--- src/rtl/mips_pkg.sv ---
// Shared MIPS datapath constants and types used by the register-read stage.
package mips_pkg;

    localparam int NUM_REGS = 32;
    localparam int DATA_W   = 32;
    localparam int ADDR_W   = 5;

    typedef logic [DATA_W-1:0]   word_t;
    typedef logic [ADDR_W-1:0]   regIdx_t;
    typedef logic [NUM_REGS-1:0] regMask_t;

    // Occupancy of the operand bundle register toward ID/EX.
    typedef enum logic {
        OUT_EMPTY = 1'b0,
        OUT_FULL  = 1'b1
    } outState_t;

    function automatic regMask_t oneHot(input regIdx_t idx);
        regMask_t m;
        m      = '0;
        m[idx] = 1'b1;
        return m;
    endfunction

endpackage

--- src/rtl/reg_read_unit_if.sv ---
// Decode / write-back / ID-EX handshake bundle around the register-read stage.
interface reg_read_unit_if;
    import mips_pkg::*;

    logic    RegWrite;
    regIdx_t Rd;
    word_t   data;

    logic    ReqValid;
    regIdx_t Rs;
    regIdx_t Rt;
    regIdx_t Dest;
    logic    DestWrite;
    logic    ReqReady;

    logic    OutValid;
    logic    OutReady;
    word_t   ReadData1;
    word_t   ReadData2;
    logic    flush;

    modport master (
        output RegWrite, Rd, data,
        output ReqValid, Rs, Rt, Dest, DestWrite,
        output OutReady, flush,
        input  ReqReady, OutValid, ReadData1, ReadData2
    );

    modport slave (
        input  RegWrite, Rd, data,
        input  ReqValid, Rs, Rt, Dest, DestWrite,
        input  OutReady, flush,
        output ReqReady, OutValid, ReadData1, ReadData2
    );

endinterface

--- src/rtl/reg_scoreboard.sv ---
// Pending-write scoreboard: one bit per architectural register, bit 0 never set.
module reg_scoreboard
    import mips_pkg::*;
(
    input  logic    clk,
    input  logic    rst_n,
    input  logic    setEn,
    input  regIdx_t setIdx,
    input  logic    clrEn,
    input  regIdx_t clrIdx,
    input  logic    flushEn,
    input  regIdx_t flushIdx,
    input  regIdx_t qIdxA,
    input  regIdx_t qIdxB,
    input  regIdx_t qIdxC,
    output logic    qPendA,
    output logic    qPendB,
    output logic    qPendC
);

    regMask_t pendingReg;
    regMask_t pendingNext;

    assign pendingNext[0] = 1'b0;

    // A set in the same cycle as a clear of the same register wins: the new
    // producer is younger than the write-back that is retiring.
    generate
        for (genvar gi = 1; gi < NUM_REGS; gi++) begin : gBit
            logic setHit;
            logic clrHit;
            logic flushHit;
            assign setHit   = setEn   && (setIdx   == regIdx_t'(gi));
            assign clrHit   = clrEn   && (clrIdx   == regIdx_t'(gi));
            assign flushHit = flushEn && (flushIdx == regIdx_t'(gi));
            assign pendingNext[gi] = setHit | (pendingReg[gi] & ~clrHit & ~flushHit);
        end
    endgenerate

    always_ff @(posedge clk or negedge rst_n) begin
        if (!rst_n) begin
            pendingReg <= '0;
        end else begin
            pendingReg <= pendingNext;
        end
    end

    assign qPendA = pendingReg[qIdxA];
    assign qPendB = pendingReg[qIdxB];
    assign qPendC = pendingReg[qIdxC];

endmodule

--- src/rtl/reg_read_unit.sv ---
// Register-read stage: register mirror with write-back bypass, hazard/WAW
// stalling via the scoreboard, and a one-deep operand bundle toward ID/EX.
module reg_read_unit
    import mips_pkg::*;
(
    input  logic            clk,
    input  logic            rst_n,
    reg_read_unit_if.slave  bus
);

    word_t     mirrorReg [NUM_REGS];
    word_t     rd1Reg;
    word_t     rd2Reg;
    regIdx_t   heldDestReg;
    outState_t outStateReg;
    outState_t outStateNext;

    logic  outValid;
    logic  accept;
    logic  pendRs;
    logic  pendRt;
    logic  pendDest;
    logic  hazRs;
    logic  hazRt;
    logic  wawStall;
    logic  slotFree;
    word_t rsVal;
    word_t rtVal;

    // Register 0 is hard-wired; the others reset asynchronously and take the write-back.
    generate
        for (genvar gi = 0; gi < NUM_REGS; gi++) begin : gMirror
            if (gi == 0) begin : gZero
                assign mirrorReg[gi] = '0;
            end else begin : gEntry
                always_ff @(posedge clk or negedge rst_n) begin
                    if (!rst_n) begin
                        mirrorReg[gi] <= '0;
                    end else if (bus.RegWrite && (bus.Rd == regIdx_t'(gi))) begin
                        mirrorReg[gi] <= bus.data;
                    end
                end
            end
        end
    endgenerate

    always_comb begin
        rsVal = '0;
        rtVal = '0;
        if (bus.Rs != '0) begin
            rsVal = (bus.RegWrite && (bus.Rd == bus.Rs)) ? bus.data : mirrorReg[bus.Rs];
        end
        if (bus.Rt != '0) begin
            rtVal = (bus.RegWrite && (bus.Rd == bus.Rt)) ? bus.data : mirrorReg[bus.Rt];
        end
    end

    reg_scoreboard u_scoreboard (
        .clk      (clk),
        .rst_n    (rst_n),
        .setEn    (accept && bus.DestWrite && (bus.Dest != '0)),
        .setIdx   (bus.Dest),
        .clrEn    (bus.RegWrite),
        .clrIdx   (bus.Rd),
        .flushEn  (bus.flush && outValid),
        .flushIdx (heldDestReg),
        .qIdxA    (bus.Rs),
        .qIdxB    (bus.Rt),
        .qIdxC    (bus.Dest),
        .qPendA   (pendRs),
        .qPendB   (pendRt),
        .qPendC   (pendDest)
    );

    // A source whose producer is writing back this very cycle is satisfied by the bypass.
    assign hazRs    = pendRs && !(bus.RegWrite && (bus.Rd == bus.Rs));
    assign hazRt    = pendRt && !(bus.RegWrite && (bus.Rd == bus.Rt));
    assign wawStall = bus.DestWrite && pendDest;
    assign slotFree = !outValid || bus.OutReady;
    assign accept   = rst_n && bus.ReqValid && slotFree && !bus.flush
                      && !hazRs && !hazRt && !wawStall;

    assign outValid = (outStateReg == OUT_FULL);

    always_ff @(posedge clk or negedge rst_n) begin
        if (!rst_n) begin
            outStateReg <= OUT_EMPTY;
        end else begin
            outStateReg <= outStateNext;
        end
    end

    always_comb begin
        outStateNext = outStateReg;
        case (outStateReg)
            OUT_EMPTY: begin
                if (accept) begin
                    outStateNext = OUT_FULL;
                end
            end
            OUT_FULL: begin
                if (bus.flush) begin
                    outStateNext = OUT_EMPTY;
                end else if (accept) begin
                    outStateNext = OUT_FULL;
                end else if (bus.OutReady) begin
                    outStateNext = OUT_EMPTY;
                end
            end
            default: outStateNext = OUT_EMPTY;
        endcase
    end

    always_ff @(posedge clk or negedge rst_n) begin
        if (!rst_n) begin
            rd1Reg      <= '0;
            rd2Reg      <= '0;
            heldDestReg <= '0;
        end else if (accept) begin
            rd1Reg      <= rsVal;
            rd2Reg      <= rtVal;
            heldDestReg <= bus.DestWrite ? bus.Dest : '0;
        end
    end

    assign bus.ReqReady  = accept;
    assign bus.OutValid  = outValid;
    assign bus.ReadData1 = rd1Reg;
    assign bus.ReadData2 = rd2Reg;

endmodule

--- src/flat_wrapper.sv ---
// flat-port wrapper written by rule: the top's interface ports become plain ports
module reg_read_unit_flat import mips_pkg::*;
  (clk, rst_n, bus_RegWrite, bus_Rd, bus_data, bus_ReqValid, bus_Rs, bus_Rt, bus_Dest, bus_DestWrite, bus_OutReady, bus_flush, bus_ReqReady, bus_OutValid, bus_ReadData1, bus_ReadData2);
  reg_read_unit_if bus_i ();
  input  logic clk;
  input  logic rst_n;
  input wire logic [$bits(bus_i.RegWrite)-1:0] bus_RegWrite;
  input wire logic [$bits(bus_i.Rd)-1:0] bus_Rd;
  input wire logic [$bits(bus_i.data)-1:0] bus_data;
  input wire logic [$bits(bus_i.ReqValid)-1:0] bus_ReqValid;
  input wire logic [$bits(bus_i.Rs)-1:0] bus_Rs;
  input wire logic [$bits(bus_i.Rt)-1:0] bus_Rt;
  input wire logic [$bits(bus_i.Dest)-1:0] bus_Dest;
  input wire logic [$bits(bus_i.DestWrite)-1:0] bus_DestWrite;
  input wire logic [$bits(bus_i.OutReady)-1:0] bus_OutReady;
  input wire logic [$bits(bus_i.flush)-1:0] bus_flush;
  output wire logic [$bits(bus_i.ReqReady)-1:0] bus_ReqReady;
  output wire logic [$bits(bus_i.OutValid)-1:0] bus_OutValid;
  output wire logic [$bits(bus_i.ReadData1)-1:0] bus_ReadData1;
  output wire logic [$bits(bus_i.ReadData2)-1:0] bus_ReadData2;
  assign bus_i.RegWrite = bus_RegWrite;
  assign bus_i.Rd = bus_Rd;
  assign bus_i.data = bus_data;
  assign bus_i.ReqValid = bus_ReqValid;
  assign bus_i.Rs = bus_Rs;
  assign bus_i.Rt = bus_Rt;
  assign bus_i.Dest = bus_Dest;
  assign bus_i.DestWrite = bus_DestWrite;
  assign bus_i.OutReady = bus_OutReady;
  assign bus_i.flush = bus_flush;
  assign bus_ReqReady = bus_i.ReqReady;
  assign bus_OutValid = bus_i.OutValid;
  assign bus_ReadData1 = bus_i.ReadData1;
  assign bus_ReadData2 = bus_i.ReadData2;
  reg_read_unit u_core (.clk(clk), .rst_n(rst_n), .bus(bus_i));
endmodule
--- config.mk ---
export PLATFORM = sky130hd
export DESIGN_NAME = reg_read_unit_flat
export DESIGN_NICKNAME = d
export VERILOG_FILES = /design/src/rtl/mips_pkg.sv /design/src/rtl/reg_read_unit_if.sv /design/src/rtl/reg_scoreboard.sv /design/src/rtl/reg_read_unit.sv /design/src/flat_wrapper.sv
export SDC_FILE = /design/constraint.sdc
export NUM_CORES = 2
export LEC_CHECK = 0
export ABC_AREA = 0
export CAP_MARGIN = 30
export CORE_MARGIN = 3
export CORE_UTILIZATION = 53
export DETAILED_ROUTE_END_ITERATION = 10
export PLACE_DENSITY = 0.77
export RECOVER_POWER = 25
export SETUP_SLACK_MARGIN = 0.5
export SLEW_MARGIN = 20
export SYNTH_ARGS = -nofsm -noshare
export SYNTH_HDL_FRONTEND = slang
export SYNTH_SLANG_ARGS = --single-unit
--- constraint.sdc ---
create_clock -name clk -period 3.7 [get_ports clk]
set_input_delay 0.74 -clock clk [delete_from_list [all_inputs] [get_ports clk]]
set_output_delay 0.74 -clock clk [all_outputs]
set_load 0.01 [all_outputs]
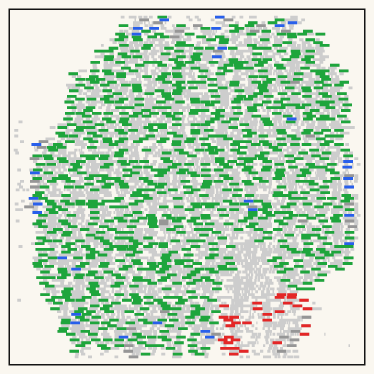
Figure 1: register map, names as in the netlist.
Other sequential cells in the stronger grey, the rest of the logic in the fainter grey.
legend:
  `u_core.mirrorReg`:
    colour: green
    placed_flops: 992
    where: spread over the die
  `u_core.bus.ReadData1`:
    colour: blue
    placed_flops: 32
    where: spread over the die
  `u_core.u_scoreboard.pendingReg`:
    colour: red
    placed_flops: 31
not coloured: 38

==> results.json <==
{
  "outcome": "finished with violations",
  "violations": "capacitance limit, slew limit",
  "crit_type": "in -> out",
  "hold_start": "u_core.bus.ReadData2[1]$_DFFE_PN0P_",
  "comb-cell-share_pct": 44.26,
  "cts_buffers": 114,
  "layout_top_cell": "mux2_2",
  "buf_share_pct": 6.175,
  "yosys.area_share.aoi_pct": 5.324,
  "ios": 125,
  "top_logic_kind": "multiplexers",
  "routed.top_layer": "met5",
  "busiest_layer": "met2",
  "die_w_um": 340,
  "p_sw_mw": 9.941,
  "n_all_buffers": 383,
  "ys_cells": 4135,
  "power_density_nw_per_um2": 538.2,
  "hold-path-cell-count": 1,
  "syn-num-nets": 4194,
  "crit_cells": 9,
  "min_path_type": "reg -> reg",
  "grt_max_degree": 176,
  "crit_end": "bus_ReqReady",
  "fillers": 8080,
  "nWellTaps": 1476,
  "max_cap_violations": 5,
  "cts_tree": "done",
  "fin_nets": 4248,
  "syn_avg_cell_area_um2": 14.30,
  "reg2reg_to": "u_core.bus.ReadData1[18]$_DFFE_PN0P_",
  "met1_usage_pct": 42.19,
  "netlist_instances": 4135,
  "top_area_share_pct": 46.26,
  "p_comb_mw": 7.90,
  "met2_usage_pct": 48.14,
  "drtIter0Drc": 4371,
  "crit_fanout": 14,
  "p_int_mw": 26.27,
  "seq_area_frac_synth_pct": 46.26,
  "fin_ws_ns": 0.3359,
  "async_reset_ff_share_pct": 100.0,
  "nClkBuffers": 176,
  "r2r_setup_slack_ns": 0.89,
  "antenna_cells": 3,
  "grt_overflow": 0,
  "power.total_mw": 36.22,
  "reg2reg_depth": 10,
  "startpoint": "bus_Dest[1]",
  "warnings": 53,
  "flop_area_um2": 27350,
  "utilization_pct": 61.31,
  "dieArea_um2": 115600,
  "critPathTopFamily": "buffers and inverters",
  "inv_count": 52,
  "critPathMostFrequentCell": "buf_6",
  "comb_power_share_pct": 21.8,
  "final_cell_mix": "1102 x mux2_2, 1093 x dfrtp_1, 425 x mux4_2",
  "seq_share_pct": 40.65,
  "seqPwrFrac_pct": 44.8,
  "path_clk_slew_ns": 0.06,
  "dr_wl_met2_um": 83790,
  "syn_area_um2": 59130,
  "end_kind": "output port",
  "wl_met1_um": 70540,
  "adder_share_pct": 0,
  "vias": 40000,
  "swShare_pct": 27.45,
  "setup_violations": 0,
  "seq_cell_count": 1093,
  "worst_slew_pin_slew_ns": 2.207,
  "hold_slack_ns": 0.5129,
  "wl_met3_um": 16270,
  "synthFlopType": "dfrtp_1",
  "drive_gt1_share_pct": 48.09,
  "max_stage_delay_ns": 0.47,
  "synth_area_leader_cell": "dfrtp_1",
  "viasPerCell": 6.943,
  "port-buffer-count": 124,
  "coreArea_um2": 109800,
  "multiInputCombCellCount": 2545,
  "rows": 121,
  "gr-usage-met3_pct": 6.318,
  "xor_share_pct": 0.1481,
  "worstReg2RegStart": "u_core.u_scoreboard.pendingReg[2]$_DFF_PN0_",
  "top_cell": "mux2_2",
  "period_used_pct": 90.92,
  "drc": 0,
  "startpoint_type": "primary input",
  "regMostFlops": "u_core.mirrorReg",
  "fin_crit_ns": 3.364,
  "logic_area_um2": 29780,
  "areaGrowthSynthToFinish_pct": 13.81,
  "cts.sinks": 1093,
  "ir_worst_vdd_v": 0.0004081,
  "relSlewSlack_pct": -47.11,
  "postCtsSetupBuffers": 2,
  "rsz0062_at_grt": "true",
  "simple_gate_share_pct": 2.878,
  "ys_warn_count": 0,
  "grt_pass1_wl_um": 270400,
  "track_usage_pct": 31.08,
  "wire_per_inst_um": 31.30,
  "common_cells": "1102 x mux2_2, 1093 x dfrtp_1, 425 x mux4_2, 248 x clkbuf_1, 233 x mux2i_1",
  "finalMaxSlewViolations": 612
}
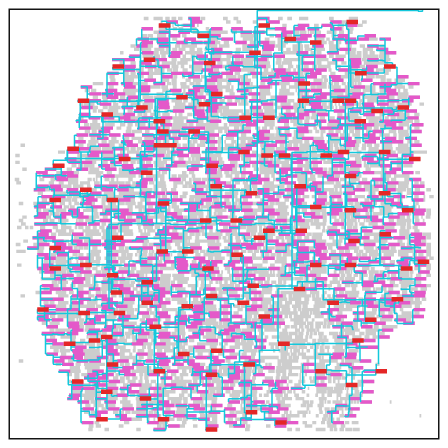
Figure 2: clock network drawn from the DEF.
legend:
  clock wires:
    colour: cyan
    length: 13500 µm
  clock-net drivers:
    colour: red
    count: 114
  flip-flops:
    colour: magenta
    count: 1093
routed clock nets: 115
skew final: 0.02211 ns
Clk pwr share: 33.4%
Clk Latency, worst-skew pair: 0.71 ns
clock group power: 12.1 mW

No activity file was given, so power comes from the tool's default toggle rates.
